## src/rtl/evm_multi_ballot.sv

```systemverilog
// Parametrised voting machine core: officer-armed ballots, debounced single
// presses, multi-press rejection, saturating tallies and a sequential
// winner/tie scan after the poll closes.
module evm_multi_ballot #(
  parameter int unsigned NUM_CAND     = 4,
  parameter int unsigned CNT_W        = 8,
  parameter int unsigned IDX_W        = 2,
  parameter int unsigned DEBOUNCE_CYC = 3
) (
  input  logic                      clk,
  input  logic                      rst,
  input  logic                      i_ballot_issue,
  input  logic [NUM_CAND-1:0]       i_candidate,
  input  logic                      i_voting_over,
  output logic                      o_ballot_ready,
  output logic                      o_vote_ack,
  output logic                      o_invalid_press,
  output logic                      o_overflow,
  output logic [NUM_CAND*CNT_W-1:0] o_totals,
  output logic [IDX_W-1:0]          o_winner,
  output logic                      o_tie,
  output logic                      o_results_valid
);

  localparam int unsigned DCW = (DEBOUNCE_CYC < 2) ? 1 : $clog2(DEBOUNCE_CYC + 1);

  typedef enum logic [2:0] {
    IDLE     = 3'd0,
    ARMED    = 3'd1,
    WAIT_REL = 3'd2,
    CLOSED   = 3'd3,
    SCAN     = 3'd4,
    DONE     = 3'd5
  } state_t;

  state_t state, state_n;

  logic [NUM_CAND-1:0] sample_q;
  logic [DCW-1:0]      deb_cnt;
  logic                multi_q;
  logic [CNT_W-1:0]    tally [NUM_CAND];
  logic [IDX_W-1:0]    scan_idx;
  logic [CNT_W-1:0]    run_max;
  logic [IDX_W-1:0]    run_idx;
  logic                run_tie;

  logic                onehot_c, multi_c, deb_hit_c;
  logic [DCW-1:0]      deb_next_c;
  logic [CNT_W-1:0]    cur_tally_c;
  logic                vote_c, invalid_c, ready_c;

  // Press classification and debounce counter next value
  always_comb begin
    onehot_c   = (|i_candidate) && ~|(i_candidate & (i_candidate - NUM_CAND'(1)));
    multi_c    = (|i_candidate) && !onehot_c;
    deb_next_c = '0;
    if (onehot_c) begin
      if ((i_candidate == sample_q) && (deb_cnt != '0)) deb_next_c = deb_cnt + DCW'(1);
      else                                                deb_next_c = DCW'(1);
    end
    deb_hit_c = onehot_c && (deb_next_c == DCW'(DEBOUNCE_CYC));
  end

  // Tally currently addressed by the scan
  always_comb begin
    cur_tally_c = '0;
    for (int k = 0; k < int'(NUM_CAND); k++) begin
      if (scan_idx == IDX_W'(k)) cur_tally_c = tally[k];
    end
  end

  // State register
  always_ff @(posedge clk or posedge rst) begin
    if (rst) state <= IDLE;
    else     state <= state_n;
  end

  // Next-state logic; poll close wins over every other input while open
  always_comb begin
    state_n = state;
    unique case (state)
      IDLE:     if (i_voting_over) state_n = CLOSED;
                else if (i_ballot_issue) state_n = ARMED;
      ARMED:    if (i_voting_over) state_n = CLOSED;
                else if (deb_hit_c) state_n = WAIT_REL;
      WAIT_REL: if (i_voting_over) state_n = CLOSED;
                else if (i_candidate == '0) state_n = IDLE;
      CLOSED:   state_n = SCAN;
      SCAN:     if (scan_idx == IDX_W'(NUM_CAND - 1)) state_n = DONE;
      DONE:     state_n = DONE;
      default:  state_n = IDLE;
    endcase
  end

  // Output/control decode; a vote debounced on the closing edge still counts
  always_comb begin
    vote_c    = (state == ARMED) && deb_hit_c;
    invalid_c = (state == ARMED) && !i_voting_over && multi_c && !multi_q;
    ready_c   = (state_n == ARMED);
  end

  // Registered outputs, tallies, debounce history and scan datapath
  always_ff @(posedge clk or posedge rst) begin
    if (rst) begin
      o_ballot_ready  <= 1'b0;
      o_vote_ack      <= 1'b0;
      o_invalid_press <= 1'b0;
      o_overflow      <= 1'b0;
      o_winner        <= '0;
      o_tie           <= 1'b0;
      o_results_valid <= 1'b0;
      sample_q        <= '0;
      deb_cnt         <= '0;
      multi_q         <= 1'b0;
      scan_idx        <= '0;
      run_max         <= '0;
      run_idx         <= '0;
      run_tie         <= 1'b0;
      for (int k = 0; k < int'(NUM_CAND); k++) tally[k] <= '0;
    end else begin
      o_ballot_ready  <= ready_c;
      o_vote_ack      <= vote_c;
      o_invalid_press <= invalid_c;
      sample_q        <= i_candidate;
      multi_q         <= (state == ARMED) && multi_c;
      deb_cnt         <= ((state == ARMED) && (state_n == ARMED)) ? deb_next_c : '0;

      if (vote_c) begin
        for (int k = 0; k < int'(NUM_CAND); k++) begin
          if (i_candidate[k]) begin
            if (tally[k] == {CNT_W{1'b1}}) o_overflow <= 1'b1;
            else                           tally[k]   <= tally[k] + CNT_W'(1);
          end
        end
      end

      if (state == CLOSED) begin
        scan_idx <= '0;
        run_max  <= '0;
        run_idx  <= '0;
        run_tie  <= 1'b0;
      end else if (state == SCAN) begin
        scan_idx <= scan_idx + IDX_W'(1);
        if (cur_tally_c > run_max) begin
          run_max <= cur_tally_c;
          run_idx <= scan_idx;
          run_tie <= 1'b0;
        end else if (cur_tally_c == run_max) begin
          run_tie <= 1'b1;
        end
      end

      if (state == DONE) begin
        o_winner        <= run_idx;
        o_tie           <= run_tie;
        o_results_valid <= 1'b1;
      end
    end
  end

  // Flatten tallies onto the totals bus
  always_comb begin
    o_totals = '0;
    for (int k = 0; k < int'(NUM_CAND); k++) o_totals[k*CNT_W +: CNT_W] = tally[k];
  end

endmodule

```

## config.mk

```make
export PLATFORM = sky130hd
export DESIGN_NAME = evm_multi_ballot
export DESIGN_NICKNAME = d
export VERILOG_FILES = /design/src/rtl/evm_multi_ballot.sv
export SDC_FILE = /design/constraint.sdc
export NUM_CORES = 1
export LEC_CHECK = 0
export CAP_MARGIN = 20
export CORE_ASPECT_RATIO = 2
export CORE_MARGIN = 2
export CORE_UTILIZATION = 55
export CTS_CLUSTER_SIZE = 28
export DETAILED_ROUTE_END_ITERATION = 7
export PLACE_DENSITY = 0.8
export RECOVER_POWER = 25
export SYNTH_ARGS = -nofsm -noshare
export SYNTH_HDL_FRONTEND = slang
export SYNTH_SLANG_ARGS = --single-unit
```

## constraint.sdc

```tcl
create_clock -name clk -period 3.81 [get_ports clk]
set_input_delay 0.762 -clock clk [delete_from_list [all_inputs] [get_ports clk]]
set_output_delay 0.762 -clock clk [all_outputs]
set_load 0.01 [all_outputs]
```

==> job_summary.md, run 1 <==
### Yosys + OpenROAD results

| Metric | Value |
|---|---|
| Clock power frac | 40.3% |
| Comb group | 0.514 mW |
| Crit Path Class | flip-flop to flip-flop |
| FF-to-FF setup slack | 0.66 ns |
| Flop pwr share | 36.6% |
| Met2 WL | 4428 um |
| Detail Placement HPWL | 5673 um |
| Post-synth top area share | 46.39% |
| Post-CTS Setup Repair Bufs | 0 |
| Hold_sp | multi_q |
| Clock skew | 0.004769 ns |
| Max_cap viols | 1 |
| Wire per inst | 17.29 um |
| First DRT Iteration DRCs | 111 |
| WL met3 | 292 um |
| Final worst-path cycle share | 82.74% |
| Drc violations | 0 |
| Routing usage on met3 | 6.187% |
| Seq share, synth | 46.39% |
| CTS tree | yes |
| Number of cells in Yosys stat | 348 |
| Violated checks | max-capacitance violations, max-slew violations |
| First-pass GRT wire length | 13550 um |
| Hold Slack | 0.3898 ns |
| Final Max Slew Viols | 64 |
| Clock transition at path regs | 0.05 ns |
| Mi-comb count | 246 |
| M1 WL | 2951 um |
| Cell mode on critical path | a21oi_1 |
| Synth flops | 63 |
| Cells after DPL | 448 |
| Setup WS pre-CTS | 0.4186 ns |
| M2 GR Usage | 45.71% |
| Flops | 63 |
| Commonest cells in the netlist | dfrtp_1, nand2_1, a21oi_1 |
| OpenROAD warning count | 29 |
| Inverters | 22 |
| CTS hold repair buffers | 0 |
| Largest area contributor in the netlist | dfrtp_1 |
| Net Sw Power | 0.6418 mW |
| Worst setup SP type | flip-flop |
| Max FFs per register | 32 |
| Final Hold Violating Endpoints | 0 |
| Number of global-route vias before repair | 2855 |
| CP delay by family, top | AND-OR/OR-AND gates |
| Status | finished with violations |
| Hold depth | 1 |
| Net Count, Synth | 373 |
| Adder share | 6.259% |
| Mux frac, synth | 2.320% |
| Arrival time worst endpoint | 3.42 ns |
| Die area | 0.006861 mm2 |
| Internal | 1.586 mW |
| Clock network area share | 7.847% |
| Crit-path cells | inv_1 -> ha_1 -> nand2_1 -> a21oi_1 -> a21oi_1 -> o21ai_0 -> ha_1 -> nor2b_1 -> o21bai_1 -> a21oi_1 -> o21ai_0 -> buf_4 -> and3_1 -> a21o_1 |
| VDD IR max | 0.4703 mV |
| Worst Setup EP | run_max[3] |
| Most Crowded Layer GR | met2 |
| Synthesized cell area | 0.003398 mm2 |
| Buffering overhead | 12.05% |
| Buffers outside the clock class | 54 |
| Storage cell area | 0.001577 mm2 |
| Post-synthesis area per instance | 9.765 um2 |
| GPL Wtd Cong | 0.8640 |
| Yosys warns | 0 |
| WP data required | 4.08 ns |
| Max-slew headroom | -4.264% |
| Worst Hold End | o_invalid_press |
| PortBufs | 47 |
| Synth logic family | simple AND/OR/NAND/NOR gates |
| Clk_lat worst skew | 0.33 ns |
| Layout area overhead | 24.34% |
| Cell count after synthesis | 348 |
| IO Pins | 48 |
Figure 1. Placement density heat map (run 1).
Scale: 4 px per um. 6 x 12 tiles, from black (low) to pale yellow (high), 0 to 100% covered.
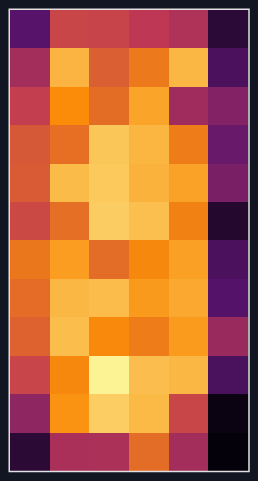
fullest tile: 97%
tiles over 75% full: 35%
mean over tiles: 60%
nearly empty tiles: 1.4%
Core Region: 0.006006 mm2
starting density of the core: 56.58%
final core utilization: 70.35%

Figure 2. Where the registers sit (run 1).
Scale: 4 px per um. Other sequential cells in the stronger gray, the rest of the logic in the fainter gray.
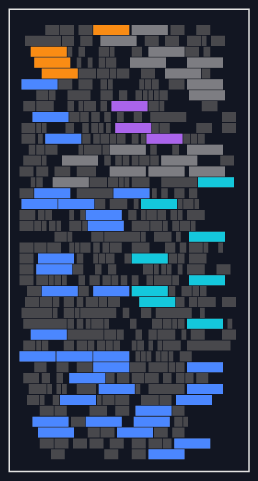
legend:
  `o_totals`:
    color: blue
    flops: 32
  `run_max`:
    color: cyan
    flops: 8
  `sample_q`:
    color: orange
    flops: 4
    where: top left
  `state`:
    color: purple
    flops: 3
not colored: 16
sequential cell area share: 37.31%
sequential logic power: 0.816 mW

Figure 3. Power grid (run 1).
Scale: 4 px per um. Pins as bars on the die edge.
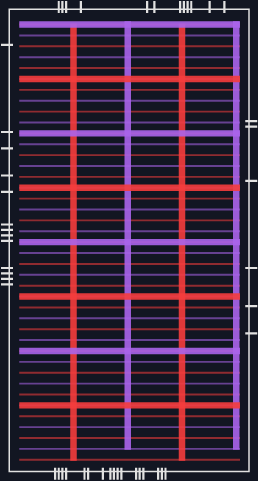
legend:
  VSS:
    color: red
  VDD:
    color: purple
met1 rails: 41
met4 straps: 4
overall die width: 59.58 um
Die H: 115.2 um

==> run 1 -> run 2 <==
==> constraint.sdc (replaced) <==
create_clock -name clk -period 3 [get_ports clk]
set_input_delay 0.6 -clock clk [delete_from_list [all_inputs] [get_ports clk]]
set_output_delay 0.6 -clock clk [all_outputs]
set_load 0.01 [all_outputs]
==> job_summary.md, run 2 <==
### Yosys + OpenROAD results

| Metric | Value |
|---|---|
| Mux frac, synth | 2.320% (unchanged) |
| Final std cells w/o fill | 472 (was 463) |
| Buffers outside the clock class | 62 (was 54) |
| PD cells | 657.5 mW/mm2 (was 527.2 mW/mm2) |
| Antenna violations before repair | 0 (unchanged) |
| Post-cts sizing count | 2 (was 0) |
| Mi-comb count | 246 (unchanged) |
| Worst-path fanout max | 16 (unchanged) |
| Worst Setup End Kind | flip-flop (unchanged) |
| Logic share of the area | 38.98% (was 38.97%) |
| Clock power frac | 38.7% (was 40.3%) |
| Highest-power group | the clock network (unchanged) |
| Post-synthesis area per instance | 9.765 um2 (unchanged) |
| Setup violations, final | 0 (unchanged) |
| Hold crit path type | flip-flop to flip-flop (unchanged) |
| Routing usage on met3 | 6.524% (was 6.187%) |
| Worst path depth | 14 (unchanged) |
| Overall die width | 59.58 um (unchanged) |
| Top area cell types | dfrtp_1, ha_1, xnor2_1 (unchanged) |
| Largest net degree at the start of global routing | 64 (unchanged) |
| Hold Slack | 0.4043 ns (was 0.3898 ns) |
| Reg2Reg Capture Point | run_max[5] (was run_max[3]) |
| CP max-delay cell | dfrtp_2 (was ha_1) |
| Min Tclk post-route | 2.901 ns (was 3.153 ns) |
| Arrival time worst endpoint | 3.13 ns (was 3.42 ns) |
| GPL Wtd Cong | 0.8682 (was 0.8640) |
| Clock network area share | 7.272% (was 7.847%) |
| Final Hold Violating Endpoints | 0 (unchanged) |
| Total grt overflow | 0 (unchanged) |
| Hold depth | 1 (unchanged) |
| Cells after DPL | 456 (was 448) |
| Switch share | 30.08% (was 28.81%) |
| Setup TNS Final | 0 ns (unchanged) |
| Comb. cell area | 0.001677 mm2 (was 0.001647 mm2) |
| Most Crowded Layer GR | met2 (unchanged) |
| Seq share, synth | 46.39% (unchanged) |
| Max-slew headroom | -2.856% (was -4.264%) |
| RSZ-0062 raised after global routing | false (unchanged) |
| Count leader, synth | dfrtp_1 (unchanged) |
| Final worst-path cycle share | 96.70% (was 82.74%) |
| Post-CTS Setup Repair Bufs | 0 (unchanged) |
| Beginning of the critical path | scan_idx[0] (was scan_idx[1]) |
| Ys async rst share | 100.0% (unchanged) |
| Violated checks | max-capacitance violations, max-slew violations (unchanged) |
| First DRT Iteration DRCs | 124 (was 111) |
| Worst path max stage delay | 0.43 ns (was 0.45 ns) |
| Wire per inst | 16.92 um (was 17.29 um) |
| PortBufs | 47 (unchanged) |
| Hold_sp | multi_q (unchanged) |
| Starting density of the core | 56.58% (unchanged) |
| Adder share | 6.259% (unchanged) |
| Yosys warns | 0 (unchanged) |
| Sequential cell area share | 36.68% (was 37.31%) |
| Worst Hold End | o_invalid_press (unchanged) |
| Most instantiated logic cells after routing | dfrtp_1, clkdlybuf4s50_1, nand2_1, a21oi_1, inv_1 (unchanged) |
| Ys flop type | dfrtp_1 (unchanged) |
| Die H | 115.2 um (unchanged) |
| Yosys stat area | 0.003398 mm2 (unchanged) |
| IO Pins | 48 (unchanged) |
| Drc violations | 0 (unchanged) |
| Least-Margin Pin Slew | 1.543 ns (was 1.564 ns) |
| GR Util All Layers | 26.71% (was 26.54%) |
| WP data required | 3.22 ns (was 4.08 ns) |
| FF-to-FF setup slack | 0.1 ns (was 0.66 ns) |
| Synth Area in XOR/XNOR | 8.726% (unchanged) |
| FP Rows | 40 (unchanged) |
| Status | finished with violations (unchanged) |
| Layout area overhead | 26.58% (was 24.34%) |
| Internal | 1.978 mW (was 1.586 mW) |
| Met2 WL | 4435 um (was 4428 um) |
| Detail Placement HPWL | 5876 um (was 5673 um) |
| Total Power | 2.828 mW (was 2.228 mW) |
| Nets | 429 (was 421) |
| First-pass GRT wire length | 13520 um (was 13550 um) |
| OpenROAD warning count | 29 (unchanged) |
| Max_cap viols | 1 (unchanged) |
| Worst setup SP type | flip-flop (unchanged) |
| Ant diodes | 0 (unchanged) |
| Antenna-violating nets left | 0 (unchanged) |
| Buffering overhead | 13.32% (was 12.05%) |
| Worst Setup EP | run_max[5] (was run_max[3]) |
| Core Region | 0.006006 mm2 (unchanged) |
| Number of global-route vias before repair | 2820 (was 2855) |
| VDD IR max | 0.4586 mV (was 0.4703 mV) |
| Net Count, Synth | 373 (unchanged) |
| Crit-path cells | inv_2 -> ha_1 -> buf_4 -> a21oi_1 -> a21oi_1 -> o21ai_1 -> ha_1 -> nand4_1 -> nor3_2 -> nor3_1 -> o21ai_0 -> buf_4 -> and3_1 -> a21o_1 (was inv_1 -> ha_1 -> nand2_1 -> a21oi_1 -> a21oi_1 -> o21ai_0 -> ha_1 -> nor2b_1 -> o21bai_1 -> a21oi_1 -> o21ai_0 -> buf_4 -> and3_1 -> a21o_1) |
| Comb pwr share | 24.8% (was 23.1%) |
| Max FFs per register | 32 (unchanged) |
| Number of cells in Yosys stat | 348 (unchanged) |
| Vias | 2798 (was 2775) |
| Net Sw Power | 0.8506 mW (was 0.6418 mW) |
| Die area | 0.006861 mm2 (unchanged) |
| Met1 usage | 30.94% (was 29.03%) |
| Flop pwr share | 36.5% (was 36.6%) |
| M1 WL | 2929 um (was 2951 um) |
| Clock buffer count | 9 (was 12) |
| WL met3 | 283 um (was 292 um) |
| Worst r2r src | scan_idx[0] (was scan_idx[1]) |
| Synthesized cell area | 0.003398 mm2 (unchanged) |
| Final Max Slew Viols | 64 (unchanged) |
| Synth logic family | simple AND/OR/NAND/NOR gates (unchanged) |
| DR top layer | met4 (unchanged) |
| Synth flops | 63 (unchanged) |
| Clk. pwr | 1.10 mW (was 0.897 mW) |
| CTS hold repair buffers | 0 (unchanged) |
| Aoi share | 10.97% (unchanged) |
| Commonest cells in the netlist | dfrtp_1, nand2_1, a21oi_1 (unchanged) |
| Leakage power | 2.004 nW (was 1.969 nW) |
| Most numerous logic cell after layout | dfrtp_1 (unchanged) |
| Storage cell area | 0.001578 mm2 (was 0.001577 mm2) |
| Number of fill cells in the layout | 445 (was 447) |
| CTS tree | yes (unchanged) |
| Clock transition at path regs | 0.05 ns (about the same) |
| Cell count after synthesis | 348 (unchanged) |
| CTS max path bufs | 2 (unchanged) |
| Comb group | 0.702 mW (was 0.514 mW) |
| # Taps | 63 (unchanged) |
| Sequential logic power | 1.03 mW (was 0.816 mW) |
| Fmax | 344.7 MHz (was 317.2 MHz) |
| Bufs and invs on worst path | 3 (was 2) |
| Largest area contributor in the netlist | dfrtp_1 (unchanged) |
| Final core utilization | 71.63% (was 70.35%) |
| Final worst setup slack | 0.09893 ns (was 0.6574 ns) |
| Setup WS pre-CTS | -0.1066 ns (was 0.4186 ns) |
| Placed Area | 0.003980 mm2 (was 0.003908 mm2) |
| Post-synth top area share | 46.39% (unchanged) |
| Flops | 63 (unchanged) |
| Final Instance Area | 0.004302 mm2 (was 0.004225 mm2) |
| Inverters | 22 (unchanged) |
| Crit Path Class | flip-flop to flip-flop (unchanged) |
| Iteration tally of the first detailed-router pass | 6 (was 4) |
| CP delay by family, top | AND-OR/OR-AND gates (unchanged) |
| H-Tree Depth | 3 (unchanged) |
| R2R depth | 14 (unchanged) |
Figure 4. Clock routing (run 2).
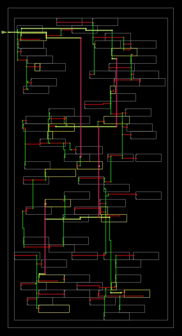
clk_lat worst skew: 0.33 ns
clock skew: 0.005144 ns
clk sinks: 63

Figure 5. Power grid (run 2).
Scale: 4 px per um. Pins as bars on the die edge.
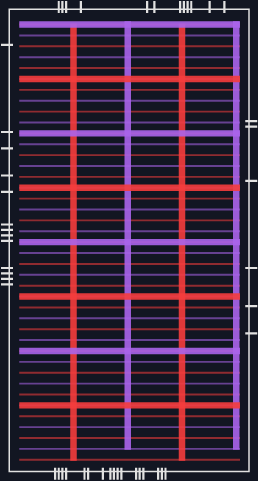
legend:
  VDD:
    color: purple
  VSS:
    color: red
signal pins: 48
rows: 40
met1 rails: 41

Figure 6. The metal 2 layer (run 2).
Scale: 4 px per um.
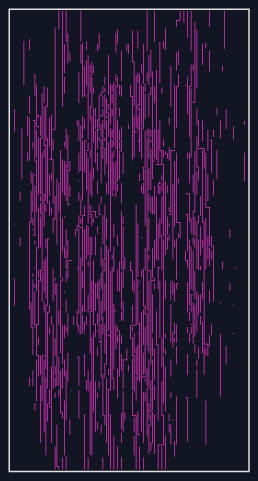
share of all routed wire: 56%
main direction: vertical
nets with wire on the layer: 388
wire length on this layer: 4440 um
longest straight run: 42.8 um
M2 GR Usage: 43.66%
WL final: 7988 um

Power is estimated from default activity; no workload was simulated.
